===== src/rtl/mmcm_drp_reconfig.sv =====
// MMCM DRP reconfiguration master: holds the MMCM in reset, read-modify-writes
// the DRP table entries of the selected configuration, then waits for lock.
module mmcm_drp_reconfig #(
    parameter int N_REGS       = 23,
    parameter int N_CFG        = 2,
    parameter int CFG_W        = 1,
    parameter int RST_HOLD     = 4,
    parameter int DRP_TIMEOUT  = 255,
    parameter int LOCK_TIMEOUT = 65535,
    localparam int AW = (N_CFG * N_REGS > 1) ? $clog2(N_CFG * N_REGS) : 1
) (
    input  logic             clk12,
    input  logic             rst,
    input  logic             start,
    input  logic [CFG_W-1:0] cfg_sel,
    output logic             busy,
    output logic             done,
    output logic             err,
    output logic [AW-1:0]    rom_addr,
    input  logic [38:0]      rom_data,
    output logic [6:0]       daddr,
    output logic [15:0]      di,
    output logic             den,
    output logic             dwe,
    input  logic [15:0]      drp_do,
    input  logic             drdy,
    output logic             mmcm_rst,
    input  logic             locked
);

    localparam int IW = (N_REGS > 1) ? $clog2(N_REGS) : 1;
    localparam int M1 = (LOCK_TIMEOUT > DRP_TIMEOUT) ? LOCK_TIMEOUT : DRP_TIMEOUT;
    localparam int M2 = (M1 > RST_HOLD) ? M1 : RST_HOLD;
    localparam int CW = $clog2(M2 + 1);

    typedef enum logic [3:0] {
        IDLE, HOLD, FETCH, LATCH, READ,
        WAIT_RD, WRITE, WAIT_WR, RELEASE, WAIT_LOCK
    } state_t;

    state_t           state_q, state_d;
    logic [CW-1:0]    cnt_q, cnt_d;
    logic [IW-1:0]    idx_q, idx_d;
    logic [CFG_W-1:0] cfg_q, cfg_d;
    logic [31:0]      ent_q, ent_d;
    logic [AW-1:0]    addr_q, addr_d;
    logic [6:0]       daddr_q, daddr_d;
    logic [15:0]      di_q, di_d;
    logic             busy_q, busy_d;
    logic             mrst_q, mrst_d;
    logic             err_q, err_d;
    logic             done_q, done_d;
    logic             lock_s1_q, lock_s2_q;

    function automatic logic [AW-1:0] tbl_addr(
        input logic [CFG_W-1:0] c,
        input logic [IW-1:0]    i
    );
        return AW'(int'(c) * N_REGS + int'(i));
    endfunction

    always_comb begin
        state_d = state_q;
        cnt_d   = cnt_q;
        idx_d   = idx_q;
        cfg_d   = cfg_q;
        ent_d   = ent_q;
        addr_d  = addr_q;
        daddr_d = daddr_q;
        di_d    = di_q;
        busy_d  = busy_q;
        mrst_d  = mrst_q;
        err_d   = err_q;
        done_d  = 1'b0;
        unique case (state_q)
            IDLE: begin
                if (start) begin
                    cfg_d   = cfg_sel;
                    err_d   = 1'b0;
                    busy_d  = 1'b1;
                    mrst_d  = 1'b1;
                    idx_d   = '0;
                    cnt_d   = CW'(RST_HOLD - 1);
                    state_d = HOLD;
                end
            end
            HOLD: begin
                if (cnt_q == '0) begin
                    addr_d  = tbl_addr(cfg_q, idx_q);
                    state_d = FETCH;
                end else begin
                    cnt_d = cnt_q - 1'b1;
                end
            end
            FETCH: state_d = LATCH;
            LATCH: begin
                ent_d   = rom_data[31:0];
                daddr_d = rom_data[38:32];
                state_d = READ;
            end
            READ: begin
                cnt_d   = CW'(DRP_TIMEOUT - 1);
                state_d = WAIT_RD;
            end
            WAIT_RD: begin
                // drdy on the expiry cycle still wins over the timeout
                if (drdy) begin
                    di_d    = (drp_do & ent_q[31:16]) |
                              (ent_q[15:0] & ~ent_q[31:16]);
                    state_d = WRITE;
                end else if (cnt_q == '0) begin
                    err_d   = 1'b1;
                    mrst_d  = 1'b0;
                    state_d = RELEASE;
                end else begin
                    cnt_d = cnt_q - 1'b1;
                end
            end
            WRITE: begin
                cnt_d   = CW'(DRP_TIMEOUT - 1);
                state_d = WAIT_WR;
            end
            WAIT_WR: begin
                if (drdy) begin
                    if (idx_q == IW'(N_REGS - 1)) begin
                        mrst_d  = 1'b0;
                        state_d = RELEASE;
                    end else begin
                        idx_d   = idx_q + 1'b1;
                        addr_d  = tbl_addr(cfg_q, idx_q + 1'b1);
                        state_d = FETCH;
                    end
                end else if (cnt_q == '0) begin
                    err_d   = 1'b1;
                    mrst_d  = 1'b0;
                    state_d = RELEASE;
                end else begin
                    cnt_d = cnt_q - 1'b1;
                end
            end
            RELEASE: begin
                cnt_d   = CW'(LOCK_TIMEOUT - 1);
                state_d = WAIT_LOCK;
            end
            WAIT_LOCK: begin
                if (lock_s2_q) begin
                    done_d  = 1'b1;
                    busy_d  = 1'b0;
                    state_d = IDLE;
                end else if (cnt_q == '0) begin
                    err_d   = 1'b1;
                    done_d  = 1'b1;
                    busy_d  = 1'b0;
                    state_d = IDLE;
                end else begin
                    cnt_d = cnt_q - 1'b1;
                end
            end
            default: state_d = IDLE;
        endcase
    end

    always_ff @(posedge clk12 or posedge rst) begin
        if (rst) begin
            state_q   <= IDLE;
            cnt_q     <= '0;
            idx_q     <= '0;
            cfg_q     <= '0;
            ent_q     <= '0;
            addr_q    <= '0;
            daddr_q   <= '0;
            di_q      <= '0;
            busy_q    <= 1'b0;
            mrst_q    <= 1'b0;
            err_q     <= 1'b0;
            done_q    <= 1'b0;
            lock_s1_q <= 1'b0;
            lock_s2_q <= 1'b0;
        end else begin
            state_q   <= state_d;
            cnt_q     <= cnt_d;
            idx_q     <= idx_d;
            cfg_q     <= cfg_d;
            ent_q     <= ent_d;
            addr_q    <= addr_d;
            daddr_q   <= daddr_d;
            di_q      <= di_d;
            busy_q    <= busy_d;
            mrst_q    <= mrst_d;
            err_q     <= err_d;
            done_q    <= done_d;
            lock_s1_q <= locked;
            lock_s2_q <= lock_s1_q;
        end
    end

    assign busy     = busy_q;
    assign done     = done_q;
    assign err      = err_q;
    assign rom_addr = addr_q;
    assign daddr    = daddr_q;
    assign di       = di_q;
    assign den      = (state_q == READ) || (state_q == WRITE);
    assign dwe      = (state_q == WRITE);
    assign mmcm_rst = mrst_q;

endmodule


===== config.mk =====
export PLATFORM = sky130hd
export DESIGN_NAME = mmcm_drp_reconfig
export DESIGN_NICKNAME = d
export VERILOG_FILES = /design/src/rtl/mmcm_drp_reconfig.sv
export SDC_FILE = /design/constraint.sdc
export NUM_CORES = 1
export LEC_CHECK = 0
export CAP_MARGIN = 20
export CORE_MARGIN = 10
export CORE_UTILIZATION = 25
export CTS_CLUSTER_DIAMETER = 80
export DETAILED_ROUTE_END_ITERATION = 12
export GPL_TIMING_DRIVEN = 0
export SLEW_MARGIN = 40
export SYNTH_ARGS = -nofsm -noshare
export SYNTH_HDL_FRONTEND = slang
export SYNTH_SLANG_ARGS = --single-unit

===== constraint.sdc =====
create_clock -name clk12 -period 3.9 [get_ports clk12]
set_clock_uncertainty 0.05 [all_clocks]
set_input_delay 0.39 -clock clk12 [delete_from_list [all_inputs] [get_ports clk12]]
set_output_delay 0.39 -clock clk12 [all_outputs]
set_load 0.005 [all_outputs]

==> run_1/placement_by_type.png <==
Scale: 1.5 px per um.
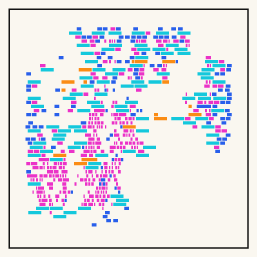
clock drivers and dummy loads -> orange  # cells 16, share of their area 5.0%
combinational and other logic -> magenta  # cells 327, share of their area 38%
flops -> cyan  # cells 93, share of their area 38%
other buffers and delay cells -> blue  # cells 123, share of their area 18%

==> run_1/clocks.png <==
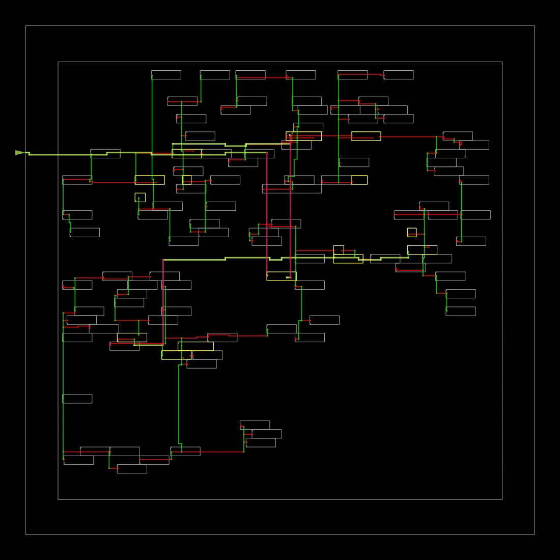
final-layout clock buffer total: 10
clock network power: 907 uW
total CTS buffers: 9

==> run_1/io_placement.png <==
Scale: 2 px per um. Pins as bars across the die edge, other pins in gray.
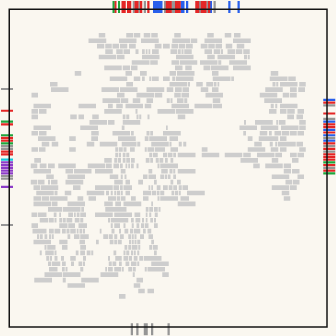
rom_addr -> purple  # pins 6, direction output, edge left
daddr -> green  # pins 7, direction output, edge 3 left, 2 right, 2 top
locked -> cyan  # pins 1, direction input, edge left
rom_data -> red  # pins 39, direction input, edge 21 top, 12 right, 6 left
di -> blue  # pins 16, direction output, edge 11 top, 5 right
die boundary width: 158 um
Buffers on Ports: 95

==> flow_metrics.rpt, run 1 <==
=== SYNTHESIS / PLACE & ROUTE SUMMARY ===
----------------------------------------------------
[Final timing]
  Number of slew-limit violations in the final report ........................ 0
  RSZ-0062 raised after global routing ........................ false
  Number of setup violations in the final report ........................ 0
  Fin worst setup slack ........................ 1.39 ns
  Tightest Pin Transition ........................ 0.567 ns
  Number of hold violations in the final report ........................ 0
  Portion of the clock cycle consumed by the worst path in the final layout ........................ between 60 and 70%
  Minimum clock period ........................ 2.51 ns

[Route]
  DRC violation total after the first TritonRoute iteration ........................ 197
  DRC errors left ........................ 0
  Wirelength per Cell ........................ between 15 and 20 um
  Total routed wirelength ........................ 13100 um
  Highest metal layer with signal wires ........................ met4
  Length of routed wiring on met1 ........................ 5480 um
  Met2 Wirelength ........................ between 6000 and 7000 um
  WL met3 ........................ 928 um

[Final layout]
  Fraction of standard cell area that is sequential ........................ 36.6%
  Max FFs per register ........................ 32
  Finished Layout Cells ........................ 793
  Fillers ........................ around 1900
  Number of non-clock buffers ........................ 123
  N_diodes ........................ 0
  Area Overhead vs Synth ........................ 33.4%
  Fraction of final layout cells with drive strength greater than 1 ........................ 15.0%
  Number of multi-input combinational cells ........................ 316
  Top class by area ........................ flip-flops and latches
  Fraction of area in clock buffers and inverters ........................ around 4.8%
  Non-clk invs ........................ 11
  Comb area share ........................ 35.7%
  # nets final ........................ about 630
  Reg with most FFs ........................ ent_q
  Final core utilization ........................ between 30 and 40%
  Most frequent logic cell in the layout ........................ clkdlybuf4s50_1

[Setup path]
  Worst path required time ........................ 3.46 ns
  Delay-heaviest family, CP ........................ buffers and inverters
  Depth of the most critical reg-to-reg path ........................ 9
  Kind of launch point of the worst setup path ........................ register
  Worst stage delay on the critical path ........................ between 0.5 and 0.6 ns
  Type of destination of the critical path ........................ output pin
  Cell breakdown of the critical path ........................ buf_2 -> buf_1 -> nand2b_1 -> nor2_1 -> clkdlybuf4s50_1
  Logic depth of the worst path, buffers included ........................ 5
  Start of the worst register-to-register path ........................ idx_q[0]
  Startpoint of the most critical setup path ........................ state_q[2]
  Worst setup path class ........................ reg -> out
  Register-to-Register Setup Slack ........................ 1.53 ns

[Run status]
  Outcome ........................ completed

[Clocking]
  Number of buffers inserted for hold repair after clock tree synthesis ........................ 0
  Clock input transition at the sequential cells of the worst setup and hold paths ........................ 0.07 ns
  Post-CTS Setup Inserts ........................ 0
  Late-Pin Clk Latency ........................ between 0.3 and 0.4 ns
  Buffer levels on the longest clock path ........................ 2
  Total number of clock tree sinks ........................ roughly 93

[Floorplan]
  Num rows ........................ 50
  Number of well-tap cells placed ........................ about 230
  Full die area ........................ 25000 sq um
  Pre-placement core utilization ........................ about a quarter

[Pwr]
  Static leakage power ........................ 0.00268 uW
  Power in combinational cells ........................ 2420 uW
  Part of the total power dissipated in the clock network ........................ 18.1%
  Sequential group power ........................ 1690 uW
  Largest voltage drop on the vdd net ........................ around 0.38 mV
  Sequential cell fraction of total power ........................ 33.7%
  Pwr top ........................ combinational logic
  Total power density per cell area ........................ between 700 and 800 nW/um^2
  Sw Pwr ........................ roughly 1900 uW

[Synth]
  Synth top cell by count ........................ dfrtp_1
  Number of cells in Yosys stat ........................ between 400 and 500
  Top FF cell, synth ........................ dfrtp_1
  Cell taking the most area after synthesis ........................ dfrtp_1
  Cell count after synthesis ........................ 447
  Flip-flop and latch count after synthesis ........................ around 93
  Average instance area after synthesis ........................ 10.7 sq um
  Post-Synthesis Cell Area ........................ 4770 sq um
  Yosys Chip Area ........................ about 4800 sq um
  Number of flops mapped to enable cells by yosys ........................ 0
  Aoi share ........................ 13.7%
  Post-synthesis xor/xnor area fraction ........................ 1.65%
  Fa+ha+maj area frac ........................ 3.99%
  Synth mux share ........................ 14.2%
  Yosys top cell area share ........................ between 40% and 50%
  Number of synthesis warnings ........................ 0

[Global routing]
  Busiest grt layer ........................ met2
  Global-route wire length before repair ........................ 20800 um
  Routing usage on met1 ........................ 12.3%
  Pin count of the biggest net entering global routing ........................ 68
  Antenna violations before repair ........................ 0
  GR Overflow Total ........................ 0
  GRT Resource Usage Total ........................ 10.5%
  Met2 track demand over resource in global routing ........................ between 10% and 20%

[Placement]
  Placed instance count ........................ 777
  DP Wirelength ........................ 9730 um
  Routability Congestion ........................ 0.848
  Placed standard-cell area ........................ 6060 sq um

[Job]
  Tally of max-capacitance violations ........................ 0

[Hold path]
  Beginning of the worst hold path ........................ lock_s1_q
  Worst Hold Depth ........................ 0
  Hold Path Sink ........................ lock_s2_q

----------------------------------------------------
--- run 2 (diff from run 1) ---
==> constraint.sdc (replaced) <==
create_clock -name clk12 -period 2.6 [get_ports clk12]
set_clock_uncertainty 0.05 [all_clocks]
set_input_delay 0.26 -clock clk12 [delete_from_list [all_inputs] [get_ports clk12]]
set_output_delay 0.26 -clock clk12 [all_outputs]
set_load 0.005 [all_outputs]
==> run_2/placement_by_type.png <==
Scale: 1.5 px per um.
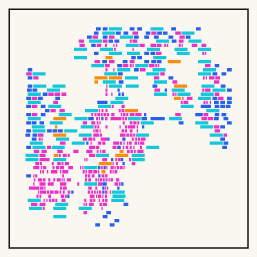
other buffers and delay cells -> blue  # cells 126, share of their area 19%
flops -> cyan  # cells 93, share of their area 38%
clock drivers and dummy loads -> orange  # cells 16, share of their area 4.8%
combinational and other logic -> magenta  # cells 327, share of their area 38%
core region area: 18800 sq um
fraction of standard cell area that is sequential: 36.4%
summed area of non-filler cells in the final layout: 6400 sq um

==> run 2 against run 1 <==
Net effect: setup slack worse by 1.2 ns; register-to-register slack worse by 1.3 ns; combinational power is 51% higher; first-iteration DRC count is 9.1% lower; die size stayed put; global-route usage hardly changed; worst hold slack worse by 0.095 ns; cell count is 0.38% higher; routed wire length is 1.1% higher; count of clock-buffer cells in the layout is 1 higher.
==> flow_metrics.rpt, run 2 <==
=== SYNTHESIS / PLACE & ROUTE SUMMARY ===
----------------------------------------------------
[Pwr]
  Largest voltage drop on the vdd net ........................ 0.553 mV (was 0.379 mV)
  Logic gate share of total power ........................ 48.7% (was 48.2%)
  Sw frac ........................ 38.2% (was 37.6%)
  Total power density per cell area ........................ 1170 nW/um^2 (was 789 nW/um^2)
  Sequential group power ........................ 2550 uW (was 1690 uW)
  Sequential cell fraction of total power ........................ 33.9% (was 33.7%)
  Static leakage power ........................ 0.00270 uW (was 0.00268 uW)
  Part of the total power dissipated in the clock network ........................ 17.4% (was 18.1%)
  Total power of the final layout ........................ 7520 uW (was 5020 uW)
  Internal Power ........................ 4650 uW (was 3130 uW)
  Clock network power ........................ 1310 uW (was 907 uW)
  Power in combinational cells ........................ 3660 uW (was 2420 uW)
  Pwr top ........................ combinational logic (unchanged)
  Sw Pwr ........................ 2870 uW (was 1890 uW)

[Placement]
  Placed instance count ........................ 780 (was 777)
  Buffers on Ports ........................ 95 (unchanged)
  Routability Congestion ........................ 0.891 (was 0.848)
  Worst slack after detailed placement ........................ 0.176 ns (was 1.51 ns)
  Placed standard-cell area ........................ 6110 sq um (was 6060 sq um)
  DP Wirelength ........................ 9990 um (was 9730 um)

[Synth]
  Top FF cell, synth ........................ dfrtp_1 (unchanged)
  Number of synthesis warnings ........................ 0 (unchanged)
  Fa+ha+maj area frac ........................ 3.99% (unchanged)
  Number of flops mapped to enable cells by yosys ........................ 0 (unchanged)
  Flip-flop and latch count after synthesis ........................ 93 (unchanged)
  Aoi share ........................ 13.7% (unchanged)
  Yosys Chip Area ........................ 4770 sq um (unchanged)
  Synthesized net count ........................ 522 (unchanged)
  Distinct lib cells used ........................ 58 (unchanged)
  Post-Synthesis Cell Area ........................ 4770 sq um (unchanged)
  Synth cell count leaders ........................ dfrtp_1 (93), mux2_2 (39), o21ai_0 (39), nand2_1 (32), nor2_1 (27) (unchanged)
  Number of cells in Yosys stat ........................ 447 (unchanged)
  Yosys top cell area share ........................ 48.8% (unchanged)
  Post-synthesis xor/xnor area fraction ........................ 1.65% (unchanged)
  Area fraction in and, or, nand and nor cells ........................ 14.0% (unchanged)
  Cell taking the most area after synthesis ........................ dfrtp_1 (unchanged)
  Synth mux share ........................ 14.2% (unchanged)
  Share of flip-flops with an asynchronous set or reset ........................ 100% (unchanged)
  Cell count after synthesis ........................ 447 (unchanged)
  Top logic family ........................ multiplexers (unchanged)
  Average instance area after synthesis ........................ 10.7 sq um (unchanged)
  Synth top cell by count ........................ dfrtp_1 (unchanged)
  Fraction of the yosys area taken by sequential cells ........................ 48.8% (unchanged)

[Global routing]
  Via count of the first global-routing pass ........................ 4004 (was 3928)
  Global-route wire length before repair ........................ 20900 um (was 20800 um)
  Busiest grt layer ........................ met2 (unchanged)
  Routing usage on met1 ........................ 13.0% (was 12.3%)
  GR Overflow Total ........................ 0 (unchanged)
  GRT Resource Usage Total ........................ 10.5% (about the same)
  Met3 usage ........................ 3.64% (was 3.61%)
  Antenna violations before repair ........................ 0 (unchanged)
  Met2 track demand over resource in global routing ........................ 16.6% (was 17.8%)
  Pin count of the biggest net entering global routing ........................ 28 (was 68)

[Final timing]
  Number of setup violations in the final report ........................ 0 (unchanged)
  Worst relative slew slack ........................ 58.6% (was 62.2%)
  Minimum clock period ........................ 2.42 ns
  Portion of the clock cycle consumed by the worst path in the final layout ........................ between 90% and 100%
  Fin worst setup slack ........................ 0.183 ns (was 1.39 ns)
  RSZ-0062 raised after global routing ........................ false (unchanged)
  Number of hold violations in the final report ........................ 0 (unchanged)
  Summed negative setup slack over all endpoints ........................ 0 ns (unchanged)
  Worst hold slack ........................ 0.207 ns (was 0.302 ns)
  Tightest Pin Transition ........................ 0.620 ns (was 0.567 ns)
  Highest Clock Rate ........................ just over 400 MHz
  Number of slew-limit violations in the final report ........................ 0 (unchanged)

[Final layout]
  Most numerous logic cells after layout ........................ clkdlybuf4s50_1 (95), dfrtp_1 (93), mux2_2 (39), o21ai_0 (39), nand2_1 (32) (unchanged)
  Most frequent logic cell in the layout ........................ clkdlybuf4s50_1 (unchanged)
  Area Overhead vs Synth ........................ 34.1% (was 33.4%)
  Non-clk invs ........................ 11 (unchanged)
  N_diodes ........................ 0 (unchanged)
  Top class by area ........................ flip-flops and latches (unchanged)
  Comb area share ........................ 35.5% (was 35.7%)
  Fraction of area in clock buffers and inverters ........................ 4.56% (was 4.82%)
  Final-layout clock buffer total ........................ 11 (was 10)
  Fillers ........................ 1868 (was 1901)
  Seq cells ........................ 93 (unchanged)
  Final core utilization ........................ 34.1% (was 33.9%)
  Fraction of final layout cells with drive strength greater than 1 ........................ 15.5% (was 15.0%)
  Finished Layout Cells ........................ 796 (was 793)
  Max FFs per register ........................ 32 (unchanged)
  Number of multi-input combinational cells ........................ 316 (unchanged)
  Non-clock buffer share of cell area ........................ 18.3% (was 17.5%)
  Reg with most FFs ........................ ent_q (unchanged)
  # nets final ........................ 632 (was 629)
  Sequential cell area ........................ 2330 sq um (unchanged)
  Area of the multi-input gates ........................ 2270 sq um (unchanged)
  Number of non-clock buffers ........................ 126 (was 123)

[Clocking]
  Clock input transition at the sequential cells of the worst setup and hold paths ........................ 0.07 ns (about the same)
  Late-Pin Clk Latency ........................ 0.34 ns (was 0.35 ns)
  Buffer levels on the longest clock path ........................ 2 (unchanged)
  Number of buffers inserted for hold repair after clock tree synthesis ........................ 0 (unchanged)
  H-tree level count ........................ 3 (unchanged)
  Post-CTS Setup Inserts ........................ 0 (unchanged)
  CTS tree ........................ built (unchanged)
  Total number of clock tree sinks ........................ 93 (unchanged)
  Total CTS buffers ........................ 9 (unchanged)
  Clock root buffer ........................ clkbuf_16 (unchanged)
  Cells resized by post-CTS repair ........................ 0 (unchanged)

[Route]
  Final antenna-violating net count ........................ 0 (unchanged)
  Via count ........................ 3841 (was 3811)
  WL met3 ........................ 1040 um (was 928 um)
  Total routed wirelength ........................ 13200 um (was 13100 um)
  Length of routed wiring on met1 ........................ 5700 um (was 5480 um)
  Met2 Wirelength ........................ 6240 um (was 6550 um)
  DRC errors left ........................ 0 (unchanged)
  Highest metal layer with signal wires ........................ met4 (unchanged)
  Drt via density ........................ 4.83 (was 4.81)
  DRC violation total after the first TritonRoute iteration ........................ 179 (was 197)
  First-pass detailed-route iteration total ........................ 5 (unchanged)
  Wirelength per Cell ........................ 16.6 um (was 16.5 um)

[Setup path]
  Logic depth of the worst path, buffers included ........................ 6 (was 5)
  Kind of launch point of the worst setup path ........................ register (unchanged)
  Worst path required time ........................ 2.78 ns (was 3.46 ns)
  Worst flop-to-flop path endpoint ........................ ent_q[19] (was rom_addr[5])
  Cell breakdown of the critical path ........................ buf_2 -> nand2_1 -> nor3_1 -> buf_2 -> buf_2 -> mux2_2 (was buf_2 -> buf_1 -> nand2b_1 -> nor2_1 -> clkdlybuf4s50_1)
  Worst stage delay on the critical path ........................ 0.44 ns (was 0.52 ns)
  Delay-heaviest family, CP ........................ buffers and inverters (unchanged)
  Type of destination of the critical path ........................ register (was output pin)
  Cell with the biggest individual delay on the critical path ........................ nor3_1 (was clkdlybuf4s50_1)
  Start of the worst register-to-register path ........................ state_q[0] (was idx_q[0])
  Register-to-Register Setup Slack ........................ 0.18 ns (was 1.53 ns)
  Data arrival time of the critical path ........................ 2.60 ns (was 2.07 ns)
  Cell with the most instances on the worst path ........................ buf_2
  Startpoint of the most critical setup path ........................ state_q[0] (was state_q[2])
  CP bufs+invs ........................ 3 (unchanged)
  Crit path max fanout ........................ 10 (unchanged)
  Critical Path Sink ........................ ent_q[19] (was den)
  Depth of the most critical reg-to-reg path ........................ 6 (was 9)
  Worst setup path class ........................ reg -> reg (was reg -> out)

[Floorplan]
  Num rows ........................ 50 (unchanged)
  Full die area ........................ 25000 sq um (unchanged)
  Top-Level Pins ........................ 96 (unchanged)
  Pre-placement core utilization ........................ 25.4% (unchanged)
  Number of well-tap cells placed ........................ 234 (unchanged)
  Die boundary width ........................ 158 um (unchanged)

[Hold path]
  Class of the tightest hold or removal check ........................ in -> async (was reg -> reg)

[Job]
  OpenROAD warning count ........................ 29 (unchanged)
  Tally of max-capacitance violations ........................ 0 (unchanged)

[Run status]
  Outcome ........................ completed (unchanged)

----------------------------------------------------
--- run 3 (diff from run 2) ---
--- a/config.mk
+++ b/config.mk
@@ -11,6 +11,7 @@
 export CTS_CLUSTER_DIAMETER = 80
 export DETAILED_ROUTE_END_ITERATION = 12
 export GPL_TIMING_DRIVEN = 0
+export PLACE_DENSITY = 0.47
 export SLEW_MARGIN = 40
 export SYNTH_ARGS = -nofsm -noshare
 export SYNTH_HDL_FRONTEND = slang
==> run_3/cell_density.png <==
Scale: 2 px per um. The die is cut into 16 by 16 equal tiles; black is low, pale yellow is high, 0 to 100% covered.
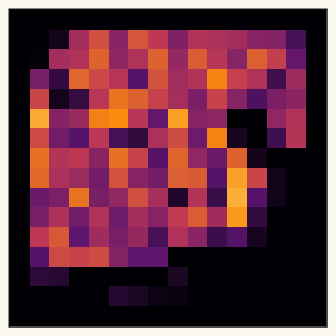
fullest tile = 82%
nearly empty tiles = 40%
mean over tiles = 25%
tiles over 75% full = 2.0%
densest ninth of the die = center
emptiest ninth of the die = lower right
final core utilization: 34.2%
pre-placement core utilization: 25.4%

==> run 3 against run 2 <==
Net effect: flip-flop count did not move; utilization rose by 0.080 points; design area rose by 0.23%; critical endpoint is now rom_addr[5]; largest power group unchanged; first-iteration DRC count rose by 11%; total power fell by 0.44%; setup slack improved by 0.038 ns; largest cell class unchanged; count of clock-buffer cells in the layout did not move; die size did not move; cell count did not move; sequential share of layout area fell by 0.085 points; routed wire length rose by 4.4%; synthesized area did not move.
==> flow_metrics.rpt, run 3 <==
=== SYNTHESIS / PLACE & ROUTE SUMMARY ===
----------------------------------------------------
[Pwr]
  Pwr top ........................ combinational logic (unchanged)
  Sequential cell fraction of total power ........................ 34.1% (was 33.9%)
  Sequential group power ........................ 2550 uW (about the same)
  Static leakage power ........................ 0.00270 uW (about the same)
  Clock network power ........................ 1280 uW (was 1310 uW)
  Largest voltage drop on the vdd net ........................ 0.434 mV (was 0.553 mV)
  Internal Power ........................ 4620 uW (was 4650 uW)
  Sw frac ........................ 38.2% (about the same)
  Total power density per cell area ........................ 1170 nW/um^2 (about the same)
  Logic gate share of total power ........................ 48.8% (was 48.7%)

[Final layout]
  Reg with most FFs ........................ ent_q (unchanged)
  Fillers ........................ 1934 (was 1868)
  Area Overhead vs Synth ........................ 34.4% (was 34.1%)
  Non-clk invs ........................ 11 (unchanged)
  Seq cells ........................ 93 (unchanged)
  Non-clock buffer share of cell area ........................ 18.6% (was 18.3%)
  Fraction of standard cell area that is sequential ........................ 36.3% (was 36.4%)
  Fraction of final layout cells with drive strength greater than 1 ........................ 15.5% (unchanged)
  Comb area share ........................ 35.4% (was 35.5%)
  # nets final ........................ 632 (unchanged)
  Most frequent logic cell in the layout ........................ clkdlybuf4s50_1 (unchanged)
  Sequential cell area ........................ 2330 sq um (unchanged)
  Number of multi-input combinational cells ........................ 316 (unchanged)
  Finished Layout Cells ........................ 796 (unchanged)
  Most numerous logic cells after layout ........................ clkdlybuf4s50_1 (95), dfrtp_1 (93), mux2_2 (39), o21ai_0 (39), nand2_1 (32) (unchanged)
  Summed area of non-filler cells in the final layout ........................ 6410 sq um (was 6400 sq um)
  Area of the multi-input gates ........................ 2270 sq um (unchanged)

[Synth]
  Distinct lib cells used ........................ 58 (unchanged)
  Top logic family ........................ multiplexers (unchanged)
  Yosys top cell area share ........................ 48.8% (unchanged)
  Flip-flop and latch count after synthesis ........................ 93 (unchanged)
  Yosys Chip Area ........................ 4770 sq um (unchanged)
  Cell count after synthesis ........................ 447 (unchanged)
  Top FF cell, synth ........................ dfrtp_1 (unchanged)
  Area fraction in and, or, nand and nor cells ........................ 14.0% (unchanged)
  Number of synthesis warnings ........................ 0 (unchanged)
  Aoi share ........................ 13.7% (unchanged)
  Average instance area after synthesis ........................ 10.7 sq um (unchanged)
  Post-Synthesis Cell Area ........................ 4770 sq um (unchanged)
  Post-synthesis xor/xnor area fraction ........................ 1.65% (unchanged)
  Synthesized net count ........................ 522 (unchanged)
  Fraction of the yosys area taken by sequential cells ........................ 48.8% (unchanged)
  Share of flip-flops with an asynchronous set or reset ........................ 100% (unchanged)

[Final timing]
  Number of slew-limit violations in the final report ........................ 0 (unchanged)
  RSZ-0062 raised after global routing ........................ false (unchanged)
  Minimum clock period ........................ 2.38 ns (was 2.42 ns)
  Summed negative setup slack over all endpoints ........................ 0 ns (unchanged)
  Tightest Pin Transition ........................ 0.634 ns (was 0.620 ns)
  Number of setup violations in the final report ........................ 0 (unchanged)

[Global routing]
  Busiest grt layer ........................ met2 (unchanged)
  Met2 track demand over resource in global routing ........................ 18.3% (was 16.6%)
  Met3 usage ........................ 2.96% (was 3.64%)
  Pin count of the biggest net entering global routing ........................ 26 (was 28)
  Global-route wire length before repair ........................ 21900 um (was 20900 um)

[Floorplan]
  Core region area ........................ 18800 sq um (unchanged)
  Num rows ........................ 50 (unchanged)
  Die boundary width ........................ 158 um (unchanged)
  Full die area ........................ 25000 sq um (unchanged)
  Number of well-tap cells placed ........................ 234 (unchanged)

[Route]
  DRC errors left ........................ 0 (unchanged)
  Wirelength per Cell ........................ 17.3 um (was 16.6 um)
  Met2 Wirelength ........................ 7040 um (was 6240 um)
  First-pass detailed-route iteration total ........................ 4 (was 5)
  Final antenna-violating net count ........................ 0 (unchanged)
  Total routed wirelength ........................ 13800 um (was 13200 um)

[Setup path]
  Cell with the biggest individual delay on the critical path ........................ dfrtp_1 (was nor3_1)
  Delay-heaviest family, CP ........................ AND-OR/OR-AND gates (was buffers and inverters)
  Type of destination of the critical path ........................ register (unchanged)
  Worst flop-to-flop path endpoint ........................ rom_addr[5] (was ent_q[19])
  Kind of launch point of the worst setup path ........................ register (unchanged)
  Start of the worst register-to-register path ........................ idx_q[0] (was state_q[0])
  Crit path max fanout ........................ 6 (was 10)
  Worst path required time ........................ 2.79 ns (was 2.78 ns)

[Placement]
  Placed standard-cell area ........................ 6130 sq um (was 6110 sq um)
  DP Wirelength ........................ 10500 um (was 9990 um)
  Buffers on Ports ........................ 95 (unchanged)

[Clocking]
  Number of buffers inserted for hold repair after clock tree synthesis ........................ 0 (unchanged)
  Cells resized by post-CTS repair ........................ 0 (unchanged)
  Total CTS buffers ........................ 9 (unchanged)
  Total number of clock tree sinks ........................ 93 (unchanged)
  Buffer levels on the longest clock path ........................ 2 (unchanged)
  Clock root buffer ........................ clkbuf_16 (unchanged)
  Post-CTS Setup Inserts ........................ 0 (unchanged)

[Run status]
  Outcome ........................ completed (unchanged)

[Job]
  Tally of max-capacitance violations ........................ 0 (unchanged)

----------------------------------------------------

## Gallery

Wiring by layer.
Scale: 1.5 px per um.
image #1
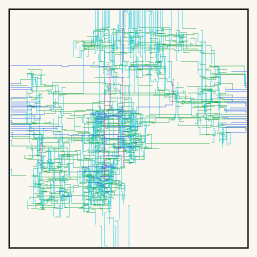
image #2
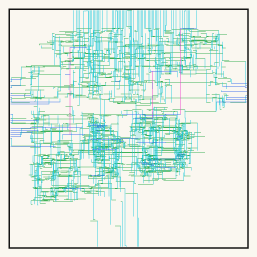
image #1: run 2
image #2: run 3

Key to image #2:
metal 4 -> magenta  # wire length 146 um
metal 1 -> green  # wire length 5980 um
metal 2 -> cyan  # wire length 7040 um
metal 3 -> blue  # wire length 618 um

Power and IR drop assume default switching activity.
